`config.mk`:
```
export PLATFORM = sky130hd
export DESIGN_NAME = dlx_decode_stage_flat
export DESIGN_NICKNAME = d
export VERILOG_FILES = /design/src/rtl/dlx_decode_stage_if.sv /design/src/rtl/dlx_decode_stage.sv /design/src/flat_wrapper.sv
export SDC_FILE = /design/constraint.sdc
export NUM_CORES = 1
export LEC_CHECK = 0
export CAP_MARGIN = 20
export CORE_MARGIN = 2
export CORE_UTILIZATION = 40
export DETAILED_ROUTE_END_ITERATION = 7
export PLACE_DENSITY = 0.8
export SYNTH_ARGS = -nofsm -noshare
export SYNTH_HDL_FRONTEND = slang
export SYNTH_SLANG_ARGS = --single-unit
```
`constraint.sdc`:
```
create_clock -name clk -period 2.2 [get_ports clk]
set_input_delay 0.33 -clock clk [delete_from_list [all_inputs] [get_ports clk]]
set_output_delay 0.33 -clock clk [all_outputs]
set_load 0.05 [all_outputs]
```
`src/rtl/dlx_decode_stage_if.sv`:
```
// -----------------------------------------------------------------------------
// dlx_decode_stage_if
// Bundles the fetch-side handshake, the branch flush and the ID/EX bundle of
// the DLX decode stage.
//   master : the surroundings (fetch + EX). Drives in_valid, in_instr, flush
//            and out_ready. Observes in_ready and the out_* bundle.
//   slave  : the decode stage itself.
// Parameter REG_AW is the register-address width. It must match the stage.
// -----------------------------------------------------------------------------
interface dlx_decode_stage_if #(
  parameter int REG_AW = 5
);
  logic              in_valid;
  logic              in_ready;
  logic [31:0]       in_instr;
  logic              flush;
  logic              out_valid;
  logic              out_ready;
  logic [REG_AW-1:0] out_rs1;
  logic [REG_AW-1:0] out_rs2;
  logic [REG_AW-1:0] out_rd;
  logic [15:0]       out_imm;
  logic [25:0]       out_value;
  logic [5:0]        out_alu_op;
  logic [15:0]       out_ctrl;

  modport master (
    output in_valid, in_instr, flush, out_ready,
    input  in_ready, out_valid, out_rs1, out_rs2, out_rd,
           out_imm, out_value, out_alu_op, out_ctrl
  );

  modport slave (
    input  in_valid, in_instr, flush, out_ready,
    output in_ready, out_valid, out_rs1, out_rs2, out_rd,
           out_imm, out_value, out_alu_op, out_ctrl
  );
endinterface

```
`src/rtl/dlx_decode_stage.sv`:
```
// -----------------------------------------------------------------------------
// dlx_decode_stage
// This is a registered DLX instruction-decode stage. It accepts an instruction
// from fetch under a valid/ready handshake. The stage decodes the instruction
// into a control bundle and holds that bundle in the ID/EX register. The
// latency is 1 cycle. A load-use scoreboard inserts bubbles. The stage
// supports branch flush and backpressure from EX.
//
// Ports
//   clk        : clock
//   rst_n      : asynchronous active-low reset
//   bus        : dlx_decode_stage_if.slave. The signals are:
//                - in_valid/in_ready/in_instr
//                - flush
//                - out_valid/out_ready
//                - out_rs1/out_rs2/out_rd
//                - out_imm, out_value, out_alu_op
//                - out_ctrl, packed as {reg_dst, alu_src, mem_wr, w_src,
//                  reg_wr, data_size[1:0], mem_sign, load_high, link, beqz,
//                  bnez, jump, jump_reg, 2'b00}
//   stall_cnt  : (DLX_DECODE_PERF_EN only) counts the cycles where a valid
//                instruction is held back by a load-use hazard. Saturates.
//   bubble_cnt : (DLX_DECODE_PERF_EN only) counts the bubbles loaded into
//                ID/EX for any reason. Saturates.
//
// Parameters
//   REG_AW   : register-address width. The link register is all-ones.
//   LOAD_LAT : number of load-to-use bubbles (1..4). This is also the
//              scoreboard depth.
//
// Optional feature macro: DLX_DECODE_PERF_EN (performance counters).
// -----------------------------------------------------------------------------
module dlx_decode_stage #(
  parameter int REG_AW   = 5,
  parameter int LOAD_LAT = 1
) (
  input  logic                clk,
  input  logic                rst_n,
  dlx_decode_stage_if.slave   bus
`ifdef DLX_DECODE_PERF_EN
  ,
  output logic [31:0]         stall_cnt,
  output logic [31:0]         bubble_cnt
`endif
);

  localparam logic [5:0] ALU_ADD = 6'h20;

  // ---------------------------------------------------------------------------
  // Combinational decode of the incoming instruction
  // ---------------------------------------------------------------------------
  logic [5:0]        opcode;
  logic              is_rtype, is_load, is_store, is_lhi, is_nop;
  logic              is_j, is_jal, is_jr, is_jalr, is_beqz, is_bnez;
  logic              dec_link, dec_jump, dec_jump_reg, dec_reg_wr;
  logic              dec_reg_dst, dec_alu_src, dec_mem_wr, dec_w_src, dec_mem_sign;
  logic              reads_rs2;
  logic [5:0]        dec_alu_op;
  logic [REG_AW-1:0] dec_rs1, dec_rs2, dec_rd;
  logic [15:0]       dec_ctrl;

  assign opcode = bus.in_instr[31:26];

  always_comb begin
    is_rtype = (opcode == 6'b000000);
    is_load  = (opcode[5:3] == 3'b100);
    is_store = (opcode[5:3] == 3'b101);
    is_lhi   = (opcode == 6'b001111);
    is_j     = (opcode == 6'b000010);
    is_jal   = (opcode == 6'b000011);
    is_jr    = (opcode == 6'b010010);
    is_jalr  = (opcode == 6'b010011);
    is_beqz  = (opcode == 6'b000100);
    is_bnez  = (opcode == 6'b000101);
    is_nop   = (bus.in_instr == 32'h0000_0015);

    dec_link     = is_jal | is_jalr;
    dec_jump     = is_j | is_jal | is_jr | is_jalr;
    dec_jump_reg = is_jr | is_jalr;
    // Unlisted opcodes keep the legacy reg_wr = 1.
    dec_reg_wr   = ~(is_store | is_beqz | is_bnez | is_j | is_jr | is_nop);

    dec_alu_src  = |opcode[5:3];
    dec_mem_wr   = is_store;
    dec_w_src    = is_load;
    dec_reg_dst  = (opcode[5:1] == 5'b00000);
    dec_mem_sign = ~(opcode[5:2] == 4'b1001);   // unsigned loads lbu/lhu

    // The I-type ALU opcodes reuse the low opcode bits as the low funct bits.
    dec_alu_op = 6'h00;
    if (is_rtype)
      dec_alu_op = bus.in_instr[5:0];
    else if (is_load | is_store | is_lhi | dec_link)
      dec_alu_op = ALU_ADD;
    else if (opcode[5:3] == 3'b001)
      dec_alu_op = {3'b100, opcode[2:0]};
    else if (opcode[5:3] == 3'b011)
      dec_alu_op = {3'b101, opcode[2:0]};
    else if (opcode[5:2] == 4'b0101)
      dec_alu_op = {4'b0001, opcode[1:0]};

    dec_rs1 = REG_AW'(bus.in_instr[25:21]);
    dec_rs2 = REG_AW'(bus.in_instr[20:16]);
    if (dec_link)
      dec_rd = '1;
    else if (is_rtype)
      dec_rd = REG_AW'(bus.in_instr[15:11]);
    else
      dec_rd = REG_AW'(bus.in_instr[20:16]);

    reads_rs2 = is_rtype | is_store;

    dec_ctrl = {dec_reg_dst, dec_alu_src, dec_mem_wr, dec_w_src, dec_reg_wr,
                opcode[1:0], dec_mem_sign, is_lhi, dec_link, is_beqz, is_bnez,
                dec_jump, dec_jump_reg, 2'b00};
  end

  // ---------------------------------------------------------------------------
  // Load-use scoreboard: a shift register of {valid, rd} that advances with
  // ID/EX. Entry 0 belongs to the instruction that currently sits in ID/EX.
  // ---------------------------------------------------------------------------
  logic              sb_v_reg  [LOAD_LAT];
  logic [REG_AW-1:0] sb_rd_reg [LOAD_LAT];
  logic [LOAD_LAT-1:0] sb_match;
  logic              hazard, adv, take;
  logic              out_valid_reg;

  assign adv = ~out_valid_reg | bus.out_ready;

  generate
    for (genvar gi = 0; gi < LOAD_LAT; gi++) begin : g_sb
      assign sb_match[gi] = sb_v_reg[gi] && (sb_rd_reg[gi] != '0) &&
                            ((sb_rd_reg[gi] == dec_rs1) ||
                             (reads_rs2 && (sb_rd_reg[gi] == dec_rs2)));

      if (gi == 0) begin : g_head
        always_ff @(posedge clk or negedge rst_n) begin
          if (!rst_n) begin
            sb_v_reg[gi]  <= 1'b0;
            sb_rd_reg[gi] <= '0;
          end else if (bus.flush) begin
            // Only the flushed ID/EX instruction is removed. Older loads are
            // still in flight.
            sb_v_reg[gi]  <= 1'b0;
          end else if (adv) begin
            sb_v_reg[gi]  <= take & is_load;
            sb_rd_reg[gi] <= dec_rd;
          end
        end
      end else begin : g_tail
        always_ff @(posedge clk or negedge rst_n) begin
          if (!rst_n) begin
            sb_v_reg[gi]  <= 1'b0;
            sb_rd_reg[gi] <= '0;
          end else if (!bus.flush && adv) begin
            sb_v_reg[gi]  <= sb_v_reg[gi-1];
            sb_rd_reg[gi] <= sb_rd_reg[gi-1];
          end
        end
      end
    end
  endgenerate

  assign hazard = bus.in_valid & (|sb_match);
  // During a flush the input is swallowed, so ready is forced high.
  assign bus.in_ready = bus.flush | (adv & ~hazard);
  assign take = ~bus.flush & bus.in_valid & adv & ~hazard;

  // ---------------------------------------------------------------------------
  // ID/EX pipeline register
  // ---------------------------------------------------------------------------
  logic [REG_AW-1:0] out_rs1_reg, out_rs2_reg, out_rd_reg;
  logic [15:0]       out_imm_reg, out_ctrl_reg;
  logic [25:0]       out_value_reg;
  logic [5:0]        out_alu_op_reg;

  always_ff @(posedge clk or negedge rst_n) begin
    if (!rst_n) begin
      out_valid_reg  <= 1'b0;
      out_rs1_reg    <= '0;
      out_rs2_reg    <= '0;
      out_rd_reg     <= '0;
      out_imm_reg    <= '0;
      out_value_reg  <= '0;
      out_alu_op_reg <= '0;
      out_ctrl_reg   <= '0;
    end else if (bus.flush) begin
      out_valid_reg  <= 1'b0;
    end else if (adv) begin
      out_valid_reg  <= take;
      if (take) begin
        out_rs1_reg    <= dec_rs1;
        out_rs2_reg    <= dec_rs2;
        out_rd_reg     <= dec_rd;
        out_imm_reg    <= bus.in_instr[15:0];
        out_value_reg  <= bus.in_instr[25:0];
        out_alu_op_reg <= dec_alu_op;
        out_ctrl_reg   <= dec_ctrl;
      end
    end
  end

  assign bus.out_valid  = out_valid_reg;
  assign bus.out_rs1    = out_rs1_reg;
  assign bus.out_rs2    = out_rs2_reg;
  assign bus.out_rd     = out_rd_reg;
  assign bus.out_imm    = out_imm_reg;
  assign bus.out_value  = out_value_reg;
  assign bus.out_alu_op = out_alu_op_reg;
  assign bus.out_ctrl   = out_ctrl_reg;

`ifdef DLX_DECODE_PERF_EN
  // ---------------------------------------------------------------------------
  // Saturating performance counters
  // ---------------------------------------------------------------------------
  logic        stall_ev, bubble_ev;
  logic [31:0] stall_cnt_reg, bubble_cnt_reg;

  assign stall_ev  = bus.in_valid & adv & hazard;
  assign bubble_ev = bus.flush | (adv & ~take);

  always_ff @(posedge clk or negedge rst_n) begin
    if (!rst_n) begin
      stall_cnt_reg  <= '0;
      bubble_cnt_reg <= '0;
    end else begin
      if (stall_ev && (stall_cnt_reg != 32'hFFFF_FFFF))
        stall_cnt_reg <= stall_cnt_reg + 32'd1;
      if (bubble_ev && (bubble_cnt_reg != 32'hFFFF_FFFF))
        bubble_cnt_reg <= bubble_cnt_reg + 32'd1;
    end
  end

  assign stall_cnt  = stall_cnt_reg;
  assign bubble_cnt = bubble_cnt_reg;
`endif

endmodule

```
`src/flat_wrapper.sv`:
```
// flat-port wrapper written by rule: the top's interface ports become plain ports
module dlx_decode_stage_flat 
#(
  parameter int REG_AW   = 5,
  parameter int LOAD_LAT = 1
)
  (clk, rst_n, bus_in_valid, bus_in_instr, bus_flush, bus_out_ready, bus_in_ready, bus_out_valid, bus_out_rs1, bus_out_rs2, bus_out_rd, bus_out_imm, bus_out_value, bus_out_alu_op, bus_out_ctrl);
  dlx_decode_stage_if #(.REG_AW(REG_AW)) bus_i ();
  input  logic clk;
  input  logic rst_n;
  input wire logic [$bits(bus_i.in_valid)-1:0] bus_in_valid;
  input wire logic [$bits(bus_i.in_instr)-1:0] bus_in_instr;
  input wire logic [$bits(bus_i.flush)-1:0] bus_flush;
  input wire logic [$bits(bus_i.out_ready)-1:0] bus_out_ready;
  output wire logic [$bits(bus_i.in_ready)-1:0] bus_in_ready;
  output wire logic [$bits(bus_i.out_valid)-1:0] bus_out_valid;
  output wire logic [$bits(bus_i.out_rs1)-1:0] bus_out_rs1;
  output wire logic [$bits(bus_i.out_rs2)-1:0] bus_out_rs2;
  output wire logic [$bits(bus_i.out_rd)-1:0] bus_out_rd;
  output wire logic [$bits(bus_i.out_imm)-1:0] bus_out_imm;
  output wire logic [$bits(bus_i.out_value)-1:0] bus_out_value;
  output wire logic [$bits(bus_i.out_alu_op)-1:0] bus_out_alu_op;
  output wire logic [$bits(bus_i.out_ctrl)-1:0] bus_out_ctrl;
  assign bus_i.in_valid = bus_in_valid;
  assign bus_i.in_instr = bus_in_instr;
  assign bus_i.flush = bus_flush;
  assign bus_i.out_ready = bus_out_ready;
  assign bus_in_ready = bus_i.in_ready;
  assign bus_out_valid = bus_i.out_valid;
  assign bus_out_rs1 = bus_i.out_rs1;
  assign bus_out_rs2 = bus_i.out_rs2;
  assign bus_out_rd = bus_i.out_rd;
  assign bus_out_imm = bus_i.out_imm;
  assign bus_out_value = bus_i.out_value;
  assign bus_out_alu_op = bus_i.out_alu_op;
  assign bus_out_ctrl = bus_i.out_ctrl;
  dlx_decode_stage #(.REG_AW(REG_AW), .LOAD_LAT(LOAD_LAT)) u_core (.clk(clk), .rst_n(rst_n), .bus(bus_i));
endmodule
```
==> reports/metrics.cfg <==
[place]
io_buffers = 115
post-dp-hpwl_um = 6050

[synthesis]
yosys_area_mm2 = 0.00311
yosys_warnings = 0
edf_count = 0
common_cells = dfrtp_1, mux2_4, buf_4
ys_seq_share_pct = 46.6
synth_async_sr_flop_share_pct = 100
ys_ff = 58
synthCells = 260
syn_area_mm2 = 0.00311
ys_cells = 260
synth.avg_cell_area_um2 = 12.0
ys_types = 38
top_area_share_pct = 46.6
yosys-top-cells-area = dfrtp_1, mux2_4, buf_4, nand2_1, mux2_2
synth.most_common_cell = dfrtp_1
ff_type = dfrtp_1

[setup_path]
criticalPathCategory = in2out
crit_start = bus_in_instr[29]
ff2ff_path_depth = 7
crit_fanout = 2
endpoint_kind = primary output
worstReg2RegStart = u_core.sb_rd_reg[3]
regToRegEndpoint = u_core.bus.out_rd[1]
required_ps = 1870
r2r_slack_ps = -140
cp.arrival_ps = 2020
cp-endpoint = bus_in_ready
cp-start-kind = primary input

[cts]
root_buffer = clkbuf_8
clkSlewWorstSetupHoldPaths_ps = 60
cts_buffer_depth = 2
cts_buffers = 9
cts_tree = built

[final_layout]
ff_latch_area_mm2 = 0.00145
num_antenna_cells = 0
largest_register_ffs = 25
fin_util_pct = 63.0
drive_gt1_share_pct = 31.1
final_net_count = 428
num-fill-cells = 595
syn_to_final_growth_pct = 54.9

[timing]
tightest_slew_ps = 649
period_used_pct = 107
report.final.slew_viol_count = 0
rsz0062_at_grt = true
timing.slew.headroom_pct = 56.7
fin_ws_ps = -147
setup_viol = 48
fin_skew_ps = 5.95
finalHoldViolations = 0
period_needed_ps = 2350
setup_tns_ps = -4810
clock.fmax_mhz = 426

[pwr]
p_per_area_mw_per_mm2 = 891
vdd.ir_drop.worst_uv = 329
cellLeakagePower_nw = 2.21

[route]
final_antenna_net_count = 0
firstDrtPassIters = 4
avgViaCountPerCell = 4.91
first_iter_violations = 159
drc = 0

[floorplanning]
die_y_um = 92.2
fp-utilization_pct = 40.7
die_w_um = 92.2
chip_area_mm2 = 0.00850
coreArea_mm2 = 0.00765
io_pins = 118
rows = 32

[global_route]
grt_pass1_wl_um = 13300
grt_max_degree = 32
grt_remaining_overflow = 0

[job]
drv_cap = 0
warning_count = 28

[outcome]
outcome = complete, but fails checks
violations = setup timing

[hold_path]
hold_path_class = in2async

area by class of cell:
class                           count  share of cell area [%]
Multi-Input combinational cell    157                    29.7
Clock buffer                       13                    3.30
Timing Repair Buffer              160                    32.6
Sequential cell                    58                    30.1
Clock inverter                      2                    1.25
Tap cell                          102                    2.65
Inverter                            5                   0.389
how the worst min path moves through the flow:
stage,startpoint,end,slack (ps),cells past startpoint
floorplan,rst_n,u_core.bus.out_alu_op[0],30,0
global placement,rst_n,u_core.bus.out_ctrl[10],390,1
detailed placement,rst_n,u_core.bus.out_ctrl[10],390,1
CTS,rst_n,u_core.bus.out_ctrl[10],20,1
global route,rst_n,u_core.bus.out_ctrl[9],60,1
finish,rst_n,u_core.bus.out_ctrl[10],10,1
power by group:
group	switching (W)	total [W]	internal (W)
logic	0.00112	0.00186	0.000737
registers	0.000118	0.00133	0.00122
clock network	0.000411	0.00111	0.000695
total	0.00165	0.00430	0.00265
logic make-up (layout without fill, tap and decap cells):
| group | count (synthesis) | after routing | share of synthesized area, % |
|---|---|---|---|
| AOI/OAI and AO/OA | 22 | 22 | 5.11 |
| xor gates and xnor gates | 10 | 10 | 2.81 |
| buffers and inverters | 46 | 180 | 10.2 |
| DFF | 58 | 58 | 46.6 |
| muxes | 53 | 53 | 24.2 |
| other | 1 | 2 | 0.121 |
| and+or+nand+nor | 70 | 70 | 10.9 |
routing by layer:
| layer | vias to the layer above | part of all wire (%) | track usage, % |
|---|---|---|---|
| li1 | 1136 | - | - |
| met1 | 1198 | 45 | 27.6 |
| met2 | 84 | 47 | 30.6 |
| met3 | 21 | 4.8 | 4.11 |
| met4 | 0 | 2.8 | 10.3 |
| met5 | - | 0 | 0 |
worst max-delay path, cell delays in order:
cell and delay (ps):
clkdlybuf4s50_1 440, nor3_2 200, a22oi_2 130, nor4_4 310, buf_4 170, o211ai_1 100
a21o_1 190, buf_6 150
cells in the final DEF, fill, tap and decap left out, types with 3 or more instances in the layout:
cell	count
mux2_4	43
buf_6	5
dlygate4sd2_1	4
mux2_2	7
o21ai_0	4
nor2_1	11
nand2_1	25
xnor2_2	4
nor4_1	7
a22o_1	4
nand3_1	7
mux2i_1	3
xor2_1	3
inv_1	5
clkbuf_8	11
xnor2_1	3
clkdlybuf4s50_1	107
dfrtp_1	57
buf_12	5
buf_4	35
metrics by stage:
stage	instance area [um^2]	worst slack (ps)	power, W	std cells	hold slack (ps)
3_3_place_gp	4430	-238	0.00313	476	391
3_5_place_dp	4430	-321	0.00315	476	391
5_1_grt	4820	-257	0.00444	497	60.3
4_1_cts	4710	-160	0.00429	494	22.6
6_report	4820	-147	0.00430	497	12.9
2_1_floorplan	3120	18.5	0.00260	261	34.4
timing repair:
item                                    in CTS  in global routing
endpoints found under the setup margin       4                 50
gates resized                               13                 14
gates cloned                                 0                  0
hold buffers                                 0                  0
setup buffers                                3                  3
pin swaps                                    6                  7
Cell area per tile:
(4 px per um) The die is cut into 9 by 9 equal tiles; black is low, pale yellow is high, 0 to 100% covered.
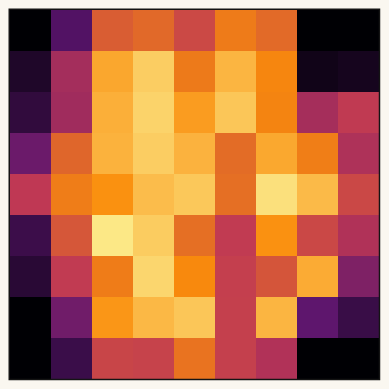
tiles over 75% full: 31%
mean over tiles: 55%
fullest tile: 95%
nearly empty tiles: 8.6%

Metal layers overlaid:
(3 px per um)
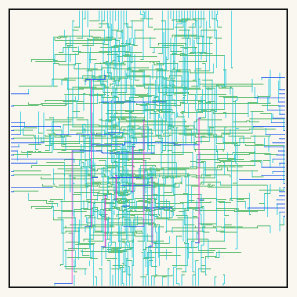
[blue] metal 3 | wire length: 404 um
[green] metal 1 | wire length: 3,790 um
[cyan] metal 2 | wire length: 3,910 um
[magenta] metal 4 | wire length: 233 um
GR Util All Layers: 20.2%
vias: 2,439
WL/cell: 16.8 um

Clock wiring as the flow saved it:
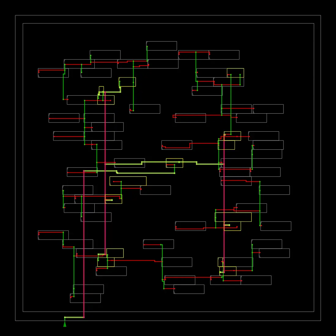
number of clock buffers in the layout: 13
worst skew pair latency: 340 ps
CTS sink cnt: 58
Clk power: 0.00111 W

Power and IR drop assume default switching activity.
